<file path="src/rtl/can_frame_sequencer.sv">
// can_frame_sequencer: bit-level field sequencer for the CAN receive path.
// Consumes one sampled bit per sp strobe and removes dynamic stuff bits.
// Walks the base-format Classical/FD header and emits data bytes, then hands
// off to the CRC/tail logic and waits for 11 recessive bits.
module can_frame_sequencer (
  input  logic        clk,
  input  logic        rst_n,
  input  logic        sp,
  input  logic        rx_bit,
  output logic        busy,
  output logic [10:0] id,
  output logic        rtr,
  output logic        edl,
  output logic        brs,
  output logic        esi,
  output logic [3:0]  dlc,
  output logic        remote,
  output logic        hdr_valid,
  output logic [7:0]  data_byte,
  output logic        data_valid,
  output logic        frame_done,
  output logic        stuff_err,
  output logic        form_err
);

  typedef enum logic [3:0] {
    S_IDLE, S_ID, S_RTR, S_IDE, S_FDF, S_RES, S_BRS, S_ESI, S_DLC,
    S_DATA, S_TAIL, S_ERROR
  } state_e;

  // Index of the final data bit for a non-empty data field.
  function automatic logic [8:0] last_bit_idx(input logic fd, input logic [3:0] d);
    logic [3:0] dm1;
    dm1 = d - 4'd1;
    if (d <= 4'd8) return {2'b00, dm1, 3'b111};
    if (!fd)       return 9'd63;
    case (d)
      4'd9:    return 9'd95;
      4'd10:   return 9'd127;
      4'd11:   return 9'd159;
      4'd12:   return 9'd191;
      4'd13:   return 9'd255;
      4'd14:   return 9'd383;
      default: return 9'd511;
    endcase
  endfunction

  state_e      state_q, state_d;
  logic [8:0]  cnt_q, cnt_d;
  logic [8:0]  last_q, last_d;
  logic [6:0]  sr_q, sr_d;
  logic        run_val_q, run_val_d;
  logic [2:0]  run_cnt_q, run_cnt_d;
  logic [3:0]  ones_q, ones_d;
  logic        busy_q, busy_d;
  logic [10:0] id_q, id_d;
  logic        rtr_q, rtr_d, edl_q, edl_d, brs_q, brs_d, esi_q, esi_d;
  logic [3:0]  dlc_q, dlc_d;
  logic        remote_q, remote_d;
  logic [7:0]  data_byte_q, data_byte_d;
  logic        hdr_valid_q, hdr_valid_d, data_valid_q, data_valid_d;
  logic        frame_done_q, frame_done_d, stuff_err_q, stuff_err_d;
  logic        form_err_q, form_err_d;
  logic [3:0]  dlc_new;
  logic        remote_new;

  assign dlc_new    = {dlc_q[2:0], rx_bit};
  assign remote_new = !edl_q && rtr_q;

  // Next-state: destuffing ahead of field decode, all gated by sp.
  always_comb begin
    state_d      = state_q;
    cnt_d        = cnt_q;
    last_d       = last_q;
    sr_d         = sr_q;
    run_val_d    = run_val_q;
    run_cnt_d    = run_cnt_q;
    ones_d       = ones_q;
    busy_d       = busy_q;
    id_d         = id_q;
    rtr_d        = rtr_q;
    edl_d        = edl_q;
    brs_d        = brs_q;
    esi_d        = esi_q;
    dlc_d        = dlc_q;
    remote_d     = remote_q;
    data_byte_d  = data_byte_q;
    hdr_valid_d  = 1'b0;
    data_valid_d = 1'b0;
    frame_done_d = 1'b0;
    stuff_err_d  = 1'b0;
    form_err_d   = 1'b0;
    if (sp) begin
      if (state_q == S_IDLE) begin
        if (!rx_bit) begin
          state_d   = S_ID;
          busy_d    = 1'b1;
          id_d      = '0;
          rtr_d     = 1'b0;
          edl_d     = 1'b0;
          brs_d     = 1'b0;
          esi_d     = 1'b0;
          dlc_d     = '0;
          remote_d  = 1'b0;
          cnt_d     = '0;
          run_val_d = 1'b0;
          run_cnt_d = 3'd1;
        end
      end else if (state_q == S_TAIL || state_q == S_ERROR) begin
        if (rx_bit) begin
          if (ones_q == 4'd10) begin
            state_d = S_IDLE;
            busy_d  = 1'b0;
            ones_d  = '0;
          end else begin
            ones_d = ones_q + 4'd1;
          end
        end else begin
          ones_d = '0;
        end
      end else if (run_cnt_q == 3'd5) begin
        // Stuff slot: a complementary bit is dropped, an equal one is an error.
        if (rx_bit != run_val_q) begin
          run_val_d = rx_bit;
          run_cnt_d = 3'd1;
        end else begin
          stuff_err_d = 1'b1;
          state_d     = S_ERROR;
          ones_d      = '0;
        end
      end else begin
        if (rx_bit == run_val_q) begin
          run_cnt_d = run_cnt_q + 3'd1;
        end else begin
          run_val_d = rx_bit;
          run_cnt_d = 3'd1;
        end
        case (state_q)
          S_ID: begin
            id_d  = {id_q[9:0], rx_bit};
            cnt_d = cnt_q + 9'd1;
            if (cnt_q == 9'd10) state_d = S_RTR;
          end
          S_RTR: begin
            rtr_d   = rx_bit;
            state_d = S_IDE;
          end
          S_IDE: begin
            if (rx_bit) begin
              form_err_d = 1'b1;
              state_d    = S_ERROR;
              ones_d     = '0;
            end else begin
              state_d = S_FDF;
            end
          end
          S_FDF: begin
            edl_d   = rx_bit;
            cnt_d   = '0;
            state_d = rx_bit ? S_RES : S_DLC;
          end
          S_RES: begin
            if (rx_bit) begin
              form_err_d = 1'b1;
              state_d    = S_ERROR;
              ones_d     = '0;
            end else begin
              state_d = S_BRS;
            end
          end
          S_BRS: begin
            brs_d   = rx_bit;
            state_d = S_ESI;
          end
          S_ESI: begin
            esi_d   = rx_bit;
            cnt_d   = '0;
            state_d = S_DLC;
          end
          S_DLC: begin
            dlc_d = dlc_new;
            cnt_d = cnt_q + 9'd1;
            if (cnt_q == 9'd3) begin
              hdr_valid_d = 1'b1;
              remote_d    = remote_new;
              cnt_d       = '0;
              last_d      = last_bit_idx(edl_q, dlc_new);
              if (remote_new || dlc_new == 4'd0) begin
                frame_done_d = 1'b1;
                state_d      = S_TAIL;
                ones_d       = '0;
              end else begin
                state_d = S_DATA;
              end
            end
          end
          S_DATA: begin
            sr_d  = {sr_q[5:0], rx_bit};
            cnt_d = cnt_q + 9'd1;
            if (cnt_q[2:0] == 3'd7) begin
              data_byte_d  = {sr_q, rx_bit};
              data_valid_d = 1'b1;
            end
            if (cnt_q == last_q) begin
              frame_done_d = 1'b1;
              state_d      = S_TAIL;
              ones_d       = '0;
            end
          end
          default: ;
        endcase
      end
    end
  end

  // State and registered outputs; reset aborts any frame in progress.
  always_ff @(posedge clk or negedge rst_n) begin
    if (!rst_n) begin
      state_q      <= S_IDLE;
      cnt_q        <= '0;
      last_q       <= '0;
      sr_q         <= '0;
      run_val_q    <= 1'b0;
      run_cnt_q    <= '0;
      ones_q       <= '0;
      busy_q       <= 1'b0;
      id_q         <= '0;
      rtr_q        <= 1'b0;
      edl_q        <= 1'b0;
      brs_q        <= 1'b0;
      esi_q        <= 1'b0;
      dlc_q        <= '0;
      remote_q     <= 1'b0;
      data_byte_q  <= '0;
      hdr_valid_q  <= 1'b0;
      data_valid_q <= 1'b0;
      frame_done_q <= 1'b0;
      stuff_err_q  <= 1'b0;
      form_err_q   <= 1'b0;
    end else begin
      state_q      <= state_d;
      cnt_q        <= cnt_d;
      last_q       <= last_d;
      sr_q         <= sr_d;
      run_val_q    <= run_val_d;
      run_cnt_q    <= run_cnt_d;
      ones_q       <= ones_d;
      busy_q       <= busy_d;
      id_q         <= id_d;
      rtr_q        <= rtr_d;
      edl_q        <= edl_d;
      brs_q        <= brs_d;
      esi_q        <= esi_d;
      dlc_q        <= dlc_d;
      remote_q     <= remote_d;
      data_byte_q  <= data_byte_d;
      hdr_valid_q  <= hdr_valid_d;
      data_valid_q <= data_valid_d;
      frame_done_q <= frame_done_d;
      stuff_err_q  <= stuff_err_d;
      form_err_q   <= form_err_d;
    end
  end

  assign busy       = busy_q;
  assign id         = id_q;
  assign rtr        = rtr_q;
  assign edl        = edl_q;
  assign brs        = brs_q;
  assign esi        = esi_q;
  assign dlc        = dlc_q;
  assign remote     = remote_q;
  assign hdr_valid  = hdr_valid_q;
  assign data_byte  = data_byte_q;
  assign data_valid = data_valid_q;
  assign frame_done = frame_done_q;
  assign stuff_err  = stuff_err_q;
  assign form_err   = form_err_q;

endmodule

</file>
<file path="config.mk">
export PLATFORM = sky130hd
export DESIGN_NAME = can_frame_sequencer
export DESIGN_NICKNAME = d
export VERILOG_FILES = /design/src/rtl/can_frame_sequencer.sv
export SDC_FILE = /design/constraint.sdc
export NUM_CORES = 1
export LEC_CHECK = 0
export CAP_MARGIN = 20
export CORE_MARGIN = 4
export CORE_UTILIZATION = 30
export DETAILED_ROUTE_END_ITERATION = 10
export DONT_BUFFER_PORTS = 1
export PLACE_DENSITY = 0.51
export SLEW_MARGIN = 20
export SYNTH_ARGS = -nofsm -noshare
export SYNTH_HDL_FRONTEND = slang
export SYNTH_SLANG_ARGS = --single-unit
</file>
<file path="constraint.sdc">
create_clock -name clk -period 7 [get_ports clk]
set_input_delay 1.05 -clock clk [delete_from_list [all_inputs] [get_ports clk]]
set_output_delay 1.05 -clock clk [all_outputs]
set_load 0.02 [all_outputs]
</file>
Fig. 1: run 1, cell placement
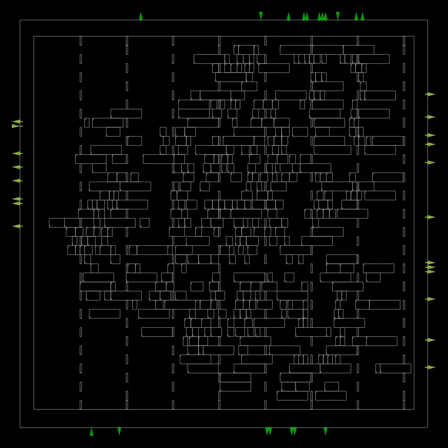
fill cell total of the finished layout: 1308
num rows: 41
core region area: 12670 µm²
flip-flops: 69

Fig. 2: run 1, cell area per tile
The bar under the picture is 20 µm long. 12 x 12 tiles, from white (low) to dark blue (high), 0 to 100% covered.
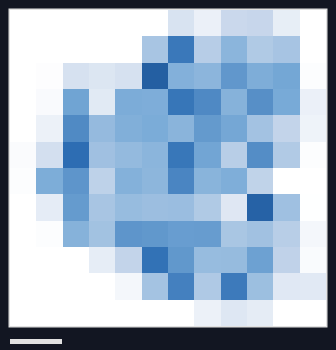
The fullest tile reaches 81%. 2.1% of the tiles are over 75% full. 29% of the tiles are nearly empty.

Fig. 3: run 1, wires at chosen ports, followed through buffers
The bar under the picture is 20 µm long.
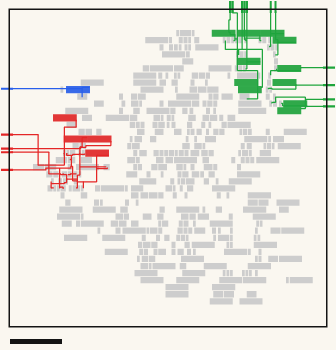
Green is `id`, bits 11, direction output, end cells 11, buffers 0, wire 302 µm. Blue is `brs`, bits 1, direction output, end cells 1, buffers 0, wire 33.9 µm. Red is `dlc`, bits 4, direction output, end cells 4, buffers 0, wire 265 µm.
Ports: 38
quantity of I/O buffers inserted on ports: 0

==> impl_metrics.xml, run 1 <==
<?xml version="1.0" encoding="UTF-8"?>
<metrics>
  <group name="synth">
    <metric name="syn_area_per_cell" unit="µm²">9.080</metric>
    <metric name="topCellsByArea" unit="">sky130_fd_sc_hd__dfrtp_1 (44%), sky130_fd_sc_hd__nand2_1 (7.5%), sky130_fd_sc_hd__o21ai_0 (5.2%)</metric>
    <metric name="yosys.area.top_type_share" unit="">0.4443</metric>
    <metric name="top_area_cell" unit="">sky130_fd_sc_hd__dfrtp_1</metric>
    <metric name="synth_seq_share" unit="">0.4443</metric>
    <metric name="netlist_instances" unit="">428</metric>
  </group>
  <group name="sta">
    <metric name="tightestPinTransition" unit="ns">0.8370</metric>
    <metric name="setup_tns_final" unit="ns">0</metric>
    <metric name="relSlewSlack" unit="">0.4332</metric>
    <metric name="final.setup.worst_slack" unit="ns">3.599</metric>
    <metric name="final_period_minus_worst_setup_slack" unit="ns">3.401</metric>
    <metric name="finalHoldViolCount" unit="">0</metric>
  </group>
  <group name="global_routing">
    <metric name="number_of_antenna_violations_at_the_first_check_in_global_routing" unit="">0</metric>
    <metric name="grt_overflow_total" unit="">0</metric>
  </group>
  <group name="critical_path">
    <metric name="critPathRequiredTime" unit="ns">7.22</metric>
    <metric name="path_class" unit="">flip-flop to flip-flop</metric>
    <metric name="timing.critical_path.fanout_max" unit="">28</metric>
    <metric name="worst_r2r_endpoint" unit="">cnt_q[5]</metric>
    <metric name="cp.arrival" unit="ns">3.62</metric>
    <metric name="critPathLaunchType" unit="">flip-flop</metric>
    <metric name="critical_path.endpoint_type" unit="">flip-flop</metric>
  </group>
  <group name="clock_tree">
    <metric name="post_cts_resized" unit="">0</metric>
    <metric name="cts_tree" unit="">done</metric>
    <metric name="cts_hold_buf" unit="">0</metric>
    <metric name="clkSinkCount" unit="">69</metric>
    <metric name="clockBufferDepth" unit="">2</metric>
    <metric name="cts.clk_slew.worst_paths" unit="ns">0.06</metric>
  </group>
  <group name="place">
    <metric name="placed_wire_length_estimate_after_detailed_placement" unit="µm">6479</metric>
  </group>
  <group name="power_and_ir_drop">
    <metric name="share_seq_of_total_power" unit="">0.416</metric>
    <metric name="internal_power" unit="mW">1.003</metric>
    <metric name="powerDensity" unit="nW/µm²">404.3</metric>
  </group>
  <group name="final_layout">
    <metric name="post_route_cells_drive_above_1_share" unit="">0.1000</metric>
    <metric name="lay_top_cells" unit="">sky130_fd_sc_hd__nand2_1 (78), sky130_fd_sc_hd__dfrtp_1 (69), sky130_fd_sc_hd__o21ai_0 (40)</metric>
    <metric name="area_growth" unit="%">10.33</metric>
  </group>
  <group name="flow_run">
    <metric name="max_cap_viol_count" unit="">0</metric>
  </group>
  <group name="routing">
    <metric name="detailedRoute.firstPassIterationCount" unit="">5</metric>
    <metric name="vias_per_cell" unit="">5.248</metric>
    <metric name="drt_iter0_markers" unit="">245</metric>
  </group>
  <group name="run_status">
    <metric name="status" unit="">finished clean</metric>
  </group>
</metrics>
==> run 1: worst max-delay path: stages, from the launching register on <==
cell and delay, ns:
sky130_fd_sc_hd__dfrtp_1 0.88, sky130_fd_sc_hd__or4_1 0.69, sky130_fd_sc_hd__inv_2 0.23, sky130_fd_sc_hd__ha_1 0.25
sky130_fd_sc_hd__nor2b_1 0.13, sky130_fd_sc_hd__and2_1 0.27, sky130_fd_sc_hd__o21ai_0 0.15, sky130_fd_sc_hd__buf_4 0.20
sky130_fd_sc_hd__nand2b_1 0.23, sky130_fd_sc_hd__o41ai_1 0.25
==> run 1: per-stage QoR <==
step / hold slack (ns) / utilization / std cells
floorplan: 0.4418 / - / 428
global placement: 0.4711 / 0.3153 / 576
detailed placement: 0.4689 / 0.3153 / 576
CTS: 0.3920 / 0.3384 / 592
global route: 0.3945 / 0.3384 / 592
finish: 0.4093 / 0.3384 / 592
==> run 1: power groups by stage <==
| stage | registers (mW) | clock network [mW] | logic, mW |
|---|---|---|---|
| 4_1_cts | 0.723 | 0.466 | 0.563 |
| 6_report | 0.721 | 0.450 | 0.562 |
| 2_1_floorplan | 0.624 | 0 | 0.520 |
| 3_5_place_dp | 0.730 | 0 | 0.559 |
| 3_3_place_gp | 0.725 | 0 | 0.555 |
| 5_1_grt | 0.744 | 0.479 | 0.645 |
==> run 1: state kept, by name (all words and copies together), names as in the netlist, 3 cells and up <==
signal and count:
sr_q 7, cnt_q 9, data_byte 8, state_q 4, id 11, ones_q 4, dlc 4, run_cnt_q 3
last_q 7
==> run 1: cell usage after synthesis, types with 10 or more instances <==
library cell,number
sky130_fd_sc_hd__clkbuf_1,17
sky130_fd_sc_hd__nand2_1,78
sky130_fd_sc_hd__inv_1,12
sky130_fd_sc_hd__o31ai_1,11
sky130_fd_sc_hd__mux2_2,14
sky130_fd_sc_hd__dfrtp_1,69
sky130_fd_sc_hd__o21ai_0,40
sky130_fd_sc_hd__a21oi_1,23
sky130_fd_sc_hd__nand3_1,13
sky130_fd_sc_hd__nor3_1,10
sky130_fd_sc_hd__ha_1,14
sky130_fd_sc_hd__nor2_1,17
==> run 1: kinds of logic (layout without fill, tap and decap cells) <==
logic type | after synthesis | in the layout | synth area share
AND-OR/OR-AND | 120 | 120 | 0.1999
XOR/XNOR | 9 | 9 | 0.02028
adder cells (fa/ha/maj) | 14 | 14 | 0.04507
buffers and inverters | 39 | 31 | 0.04282
flip-flops | 69 | 69 | 0.4443
multiplexers | 15 | 15 | 0.04314
AND/OR/NAND/NOR | 162 | 162 | 0.2044
==> run 1: layout make-up <==
class / instances / area (µm²)
multi-input combinational: 320 / 1993
tap: 172 / 215.2
clock inverter: 6 / 63.81
fill: 1308 / 8383
clock buffer: 10 / 229.0
inverter: 14 / 52.55
timing repair buffer: 1 / 7.507
sequential: 69 / 1727
==> run 1: metal layers <==
layer,vias up,part of all wire,global-route usage
li1,1519,-,-
met1,1493,0.46,0.1883
met2,82,0.44,0.1941
met3,13,0.073,0.03482
met4,0,0.021,0.05602
met5,-,0,0
==> run 2: changes to the inputs <==
==> constraint.sdc (replaced) <==
create_clock -name clk -period 3.6 [get_ports clk]
set_input_delay 0.54 -clock clk [delete_from_list [all_inputs] [get_ports clk]]
set_output_delay 0.54 -clock clk [all_outputs]
set_load 0.02 [all_outputs]
Fig. 4: run 2, PDN straps and rails
The bar under the picture is 20 µm long. Pins as bars on the die edge. Tap cells in grey.
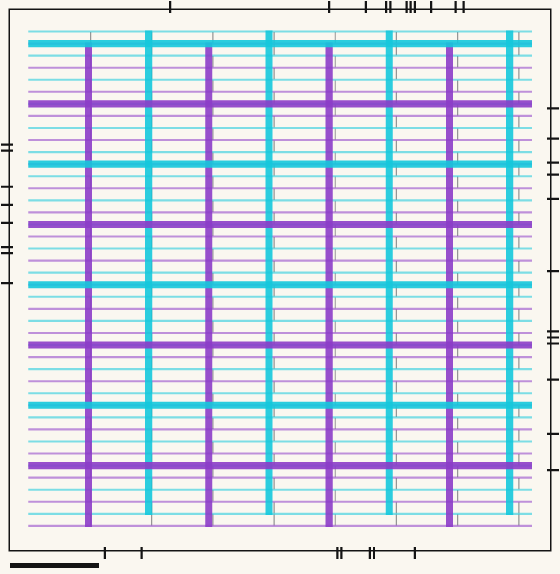
Purple is VSS. Cyan is VDD.
The core has 41 rows. 172 tap cells.

==> impl_metrics.xml, run 2 <==
<?xml version="1.0" encoding="UTF-8"?>
<metrics>
  <group name="run_status">
    <metric name="status" unit="">finished clean</metric>
  </group>
  <group name="global_routing">
    <metric name="grt_overflow_total" unit="">0</metric>
    <metric name="number_of_antenna_violations_at_the_first_check_in_global_routing" unit="">0</metric>
  </group>
  <group name="final_layout">
    <metric name="largest_reg_flops" unit="">11</metric>
    <metric name="final_cell_count_no_fill" unit="">601</metric>
    <metric name="area_growth" unit="%">12.27</metric>
    <metric name="filler_cell_count" unit="">1314</metric>
    <metric name="post_route_cells_drive_above_1_share" unit="">0.1166</metric>
  </group>
  <group name="flow_run">
    <metric name="max_cap_viol_count" unit="">0</metric>
  </group>
  <group name="clock_tree">
    <metric name="clkSinkCount" unit="">69</metric>
    <metric name="post_cts_resized" unit="">0</metric>
    <metric name="cts.clk_slew.worst_paths" unit="ns">0.06</metric>
    <metric name="clockBufferDepth" unit="">2</metric>
    <metric name="cts_tree" unit="">done</metric>
    <metric name="cts_hold_buf" unit="">1</metric>
  </group>
  <group name="sta">
    <metric name="setup_tns_final" unit="ns">0</metric>
    <metric name="relSlewSlack" unit="">0.4449</metric>
    <metric name="tightestPinTransition" unit="ns">0.8197</metric>
    <metric name="final_period_minus_worst_setup_slack" unit="ns">2.656</metric>
    <metric name="final.setup.worst_slack" unit="ns">0.9440</metric>
  </group>
  <group name="power_and_ir_drop">
    <metric name="share_seq_of_total_power" unit="">0.383</metric>
  </group>
  <group name="synth">
    <metric name="netlist_top_cells_count" unit="">sky130_fd_sc_hd__nand2_1 (78), sky130_fd_sc_hd__dfrtp_1 (69), sky130_fd_sc_hd__o21ai_0 (40)</metric>
    <metric name="topCellsByArea" unit="">sky130_fd_sc_hd__dfrtp_1 (44%), sky130_fd_sc_hd__nand2_1 (7.5%), sky130_fd_sc_hd__o21ai_0 (5.2%)</metric>
    <metric name="netlist_instances" unit="">428</metric>
    <metric name="top_area_cell" unit="">sky130_fd_sc_hd__dfrtp_1</metric>
    <metric name="syn_area_per_cell" unit="µm²">9.080</metric>
    <metric name="synth_seq_share" unit="">0.4443</metric>
    <metric name="yosys.area.top_type_share" unit="">0.4443</metric>
  </group>
  <group name="place">
    <metric name="buffer_ports.inserted" unit="">0</metric>
    <metric name="placed_wire_length_estimate_after_detailed_placement" unit="µm">6594</metric>
    <metric name="place.detailed.instances" unit="">584</metric>
  </group>
  <group name="routing">
    <metric name="ant_nets" unit="">0</metric>
    <metric name="vias_per_cell" unit="">5.270</metric>
    <metric name="detailedRoute.firstPassIterationCount" unit="">5</metric>
  </group>
  <group name="critical_path">
    <metric name="critical_path.endpoint_type" unit="">flip-flop</metric>
    <metric name="path_class" unit="">flip-flop to flip-flop</metric>
    <metric name="cp.arrival" unit="ns">2.88</metric>
    <metric name="critPathRequiredTime" unit="ns">3.83</metric>
  </group>
  <group name="floorplan">
    <metric name="num_rows" unit="">41</metric>
    <metric name="floorplan.io_pins" unit="">38</metric>
    <metric name="core-area" unit="µm²">12670</metric>
  </group>
</metrics>
Fig. 5: run 2, wires at chosen ports, followed through buffers
The bar under the picture is 20 µm long.
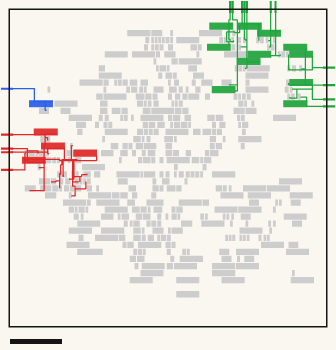
Red is `dlc`, bits 4, direction output, end cells 4, buffers 0, wire 220 µm. Blue is `brs`, bits 1, direction output, end cells 1, buffers 0, wire 24.7 µm. Green is `id`, bits 11, direction output, end cells 11, buffers 0, wire 262 µm.

-- run 2: cell counts after synthesis --
Identical to the previous run, type by type.
-- run 2: critical path, stage by stage (launching register included) --
cell and delay (ns):
sky130_fd_sc_hd__dfrtp_1 0.48, sky130_fd_sc_hd__or4_1 0.54, sky130_fd_sc_hd__buf_4 0.23, sky130_fd_sc_hd__ha_1 0.20, sky130_fd_sc_hd__nor4bb_1 0.25, sky130_fd_sc_hd__o21ai_0 0.17, sky130_fd_sc_hd__or2_2 0.35, sky130_fd_sc_hd__o41ai_1 0.31
-- run 2: cell families (layout without fill, tap and decap cells) --
kind of cell | after synthesis | count (layout) | synth area share
fa+ha+maj | 14 | 14 | 0.04507
compound gates | 120 | 120 | 0.1999
mux | 15 | 15 | 0.04314
flops | 69 | 69 | 0.4443
buf+inv | 39 | 40 | 0.04282
simple gates | 162 | 162 | 0.2044
xor+xnor | 9 | 9 | 0.02028
-- run 2: through the flow --
step | utilization | cell area, µm²
2_1_floorplan | - | 3886
3_3_place_gp | 0.3200 | 4055
3_5_place_dp | 0.3200 | 4055
4_1_cts | 0.3443 | 4363
5_1_grt | 0.3443 | 4363
6_report | 0.3443 | 4363
-- run 2: area by class of cell --
cell class              count  area (µm²)  area share
well taps                 172       215.2     0.04933
repair buffers             10       95.09     0.02180
flip-flops and latches     69        1727      0.3958
inverters                  14       52.55     0.01204
clock inverters             3       20.02    0.004588
clock buffers              13       260.3     0.05965
multi-input cells         320        1993      0.4568
-- run 2: routing by layer --
layer | track usage | share of wire | up-vias
li1 | - | - | 1540
met1 | 0.1782 | 0.46 | 1533
met2 | 0.2079 | 0.46 | 86
met3 | 0.04457 | 0.059 | 8
met4 | 0.04762 | 0.015 | 0
met5 | 0 | 0 | -
-- run 2: final timing paths --
| kind | slack [ns] | start | endpoint | cells past startpoint |
|---|---|---|---|---|
| setup / recovery | 0.94 | state_q[1] | state_q[2] | 7 |
| hold / removal | 0.09 | rst_n | hdr_valid | 1 |
| setup reg to reg | 0.94 | state_q[1] | state_q[2] | 7 |
| hold reg to reg | 0.48 | sr_q[6] | sr_q[6] | 2 |
| max in group asynchronous | 3.23 | rst_n | id[6] | 1 |
| min in group clk | 0.30 | rx_bit | last_q[3] | 1 |
-- run 2: power groups by stage --
stage	Sequential (mW)	Clock, mW	Combinational (mW)
floorplan	1.21	0	1.01
global placement	1.31	0	1.22
detailed placement	1.31	0	1.23
CTS	1.30	0.861	1.26
global route	1.34	0.892	1.41
finish	1.30	0.833	1.26
==> run 3: changes to the inputs <==
==> constraint.sdc (replaced) <==
create_clock -name clk -period 2.65 [get_ports clk]
set_input_delay 0.3975 -clock clk [delete_from_list [all_inputs] [get_ports clk]]
set_output_delay 0.3975 -clock clk [all_outputs]
set_load 0.02 [all_outputs]
Fig. 6: run 3, PDN straps and rails
The bar under the picture is 20 µm long. Pins as bars on the die edge. Tap cells in grey.
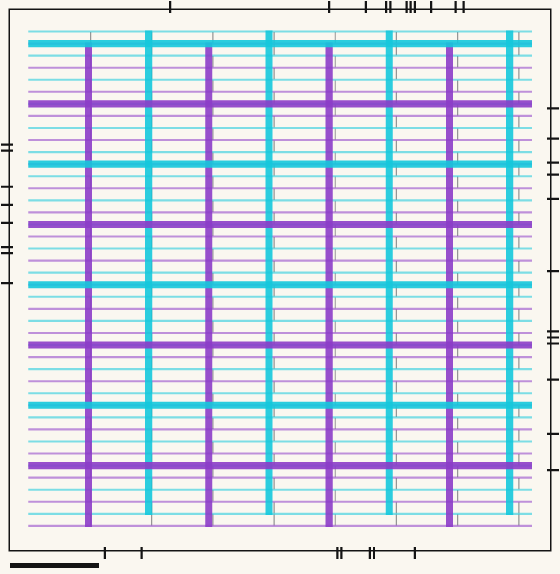
Purple is VSS. Cyan is VDD.
172 tap cells. The core has 41 rows. 8 straps on met5. 42 met1 rails follow the rows. 38 signal pins sit on the boundary.

==> impl_metrics.xml, run 3 <==
<?xml version="1.0" encoding="UTF-8"?>
<metrics>
  <group name="routing">
    <metric name="ant_nets" unit="">0</metric>
    <metric name="vias_per_cell" unit="">5.287</metric>
  </group>
  <group name="worst_hold_path">
    <metric name="hold_end" unit="">last_q[3]</metric>
    <metric name="hold_path_startpoint" unit="">rx_bit</metric>
    <metric name="worstHoldPathCells" unit="">1</metric>
  </group>
  <group name="critical_path">
    <metric name="critical_path.cell_chain" unit="">or4_1 -&gt; ha_1 -&gt; nor4bb_1 -&gt; o21ai_0 -&gt; or2_2 -&gt; o41ai_1</metric>
    <metric name="critPathTopFamily" unit="">simple AND/OR/NAND/NOR gates</metric>
    <metric name="critical-path-max-stage-delay" unit="ns">0.57</metric>
    <metric name="path_buffers" unit="">0</metric>
    <metric name="worst_r2r_endpoint" unit="">state_q[2]</metric>
    <metric name="ff2ff_setup_slack" unit="ns">0.23</metric>
    <metric name="critPathLaunchType" unit="">flip-flop</metric>
    <metric name="r2r_startpoint" unit="">state_q[3]</metric>
    <metric name="cp.arrival" unit="ns">2.64</metric>
    <metric name="crit_slowest_cell" unit="">sky130_fd_sc_hd__or4_1</metric>
    <metric name="critPathRequiredTime" unit="ns">2.87</metric>
    <metric name="timing.critical_path.fanout_max" unit="">4</metric>
    <metric name="timing.reg2reg.worst_path_depth" unit="">6</metric>
  </group>
  <group name="sta">
    <metric name="tightestPinTransition" unit="ns">0.6165</metric>
    <metric name="finalHoldViolCount" unit="">0</metric>
    <metric name="setup_tns_final" unit="ns">0</metric>
    <metric name="relSlewSlack" unit="">0.5881</metric>
    <metric name="share_of_the_cycle_needed_by_the_critical_path_after_routing" unit="">0.9125</metric>
  </group>
  <group name="final_layout">
    <metric name="post_route_cells_drive_above_1_share" unit="">0.1429</metric>
    <metric name="lay_top_cells" unit="">sky130_fd_sc_hd__nand2_1 (78), sky130_fd_sc_hd__dfrtp_1 (69), sky130_fd_sc_hd__o21ai_0 (40)</metric>
    <metric name="final_area" unit="µm²">4506</metric>
    <metric name="area_growth" unit="%">15.94</metric>
  </group>
  <group name="run_status">
    <metric name="status" unit="">finished clean</metric>
  </group>
  <group name="floorplan">
    <metric name="floorplan.io_pins" unit="">38</metric>
    <metric name="core-area" unit="µm²">12670</metric>
    <metric name="num_rows" unit="">41</metric>
  </group>
  <group name="synth">
    <metric name="yosysMostFrequentCell" unit="">sky130_fd_sc_hd__nand2_1</metric>
    <metric name="yosys.area.top_type_share" unit="">0.4443</metric>
    <metric name="topCellsByArea" unit="">sky130_fd_sc_hd__dfrtp_1 (44%), sky130_fd_sc_hd__nand2_1 (7.5%), sky130_fd_sc_hd__o21ai_0 (5.2%)</metric>
    <metric name="netlist_top_cells_count" unit="">sky130_fd_sc_hd__nand2_1 (78), sky130_fd_sc_hd__dfrtp_1 (69), sky130_fd_sc_hd__o21ai_0 (40)</metric>
    <metric name="top_area_cell" unit="">sky130_fd_sc_hd__dfrtp_1</metric>
    <metric name="syn_area_per_cell" unit="µm²">9.080</metric>
  </group>
  <group name="place">
    <metric name="buffer_ports.inserted" unit="">0</metric>
    <metric name="dpl_cell_area" unit="µm²">4145</metric>
    <metric name="placed_wire_length_estimate_after_detailed_placement" unit="µm">6910</metric>
  </group>
  <group name="power_and_ir_drop">
    <metric name="share_seq_of_total_power" unit="">0.351</metric>
    <metric name="powerDensity" unit="nW/µm²">1082</metric>
    <metric name="internal_power" unit="mW">2.895</metric>
  </group>
  <group name="clock_tree">
    <metric name="cts_hold_buf" unit="">2</metric>
    <metric name="cts_tree" unit="">done</metric>
    <metric name="clkSinkCount" unit="">69</metric>
    <metric name="post_cts_resized" unit="">0</metric>
  </group>
  <group name="global_routing">
    <metric name="number_of_antenna_violations_at_the_first_check_in_global_routing" unit="">0</metric>
    <metric name="grt_overflow_total" unit="">0</metric>
  </group>
  <group name="flow_run">
    <metric name="max_cap_viol_count" unit="">0</metric>
  </group>
</metrics>
Fig. 7: run 3, cell placement
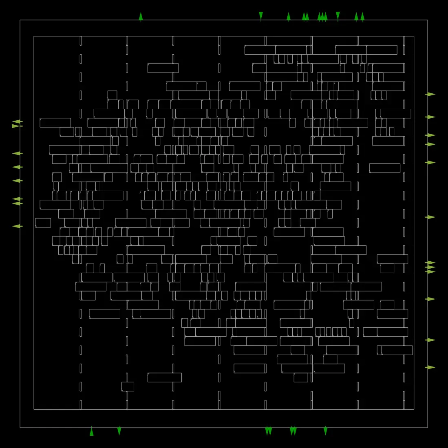
fill cell total of the finished layout: 1300
fraction of area in registers: 0.3832
final standard cell count with taps included and fillers excluded: 613
utilization after layout: 0.3556

## run 3: layout make-up
type	count	area [µm²]	area share
multi-input combinational	320	1993	0.4424
clock inverter	5	83.83	0.01861
timing repair buffer	23	195.2	0.04332
clock buffer	10	239.0	0.05304
inverter	14	52.55	0.01166
tap	172	215.2	0.04776
sequential	69	1727	0.3832
## run 3: metal layers
layer	track usage	routed length [µm]
met5	0	0
met4	0.05952	197
met3	0.03853	575
met2	0.2144	4449
met1	0.1843	4518
## run 3: worst max path at each step
stage               startpoint         end  slack [ns]  cells after the start
floorplan           state_q[2]  state_q[2]       0.003                      9
global placement    state_q[3]  state_q[2]        0.27                      6
detailed placement  state_q[3]  state_q[2]        0.26                      6
CTS                 state_q[3]  state_q[2]        0.24                      6
global route        state_q[3]  state_q[2]        0.08                      7
finish              state_q[3]  state_q[2]        0.23                      6
## run 3: power groups by stage
stage	combinational (mW)	sequential [mW]	clock [mW]
2_1_floorplan	1.37	1.65	0
3_3_place_gp	1.80	1.73	0
3_5_place_dp	1.81	1.74	0
4_1_cts	1.85	1.72	1.35
5_1_grt	2.10	1.76	1.39
6_report	1.86	1.71	1.30
## run 3: logic make-up (layout without fill, tap and decap cells)
kind of cell | count (synthesis) | after routing | share of synthesized area
xor gates and xnor gates | 9 | 9 | 0.02028
and+or+nand+nor | 162 | 162 | 0.2044
adders and majority gates | 14 | 14 | 0.04507
DFF | 69 | 69 | 0.4443
buffers and inverters | 39 | 52 | 0.04282
AOI/OAI and AO/OA | 120 | 120 | 0.1999
muxes | 15 | 15 | 0.04314
## run 3: per-stage QoR
step	instances	hold slack (ns)	setup WS, ns	power (mW)
after detailed placement	596	0.1060	0.2638	3.555
after global routing	613	0.1702	0.08005	5.249
after global placement	596	0.1061	0.2677	3.521
after floorplan	428	0.1019	0.002670	3.022
after CTS	613	0.1385	0.2391	4.921
final	613	0.1600	0.2318	4.875
No activity file was given, so power comes from the tool's default toggle rates.
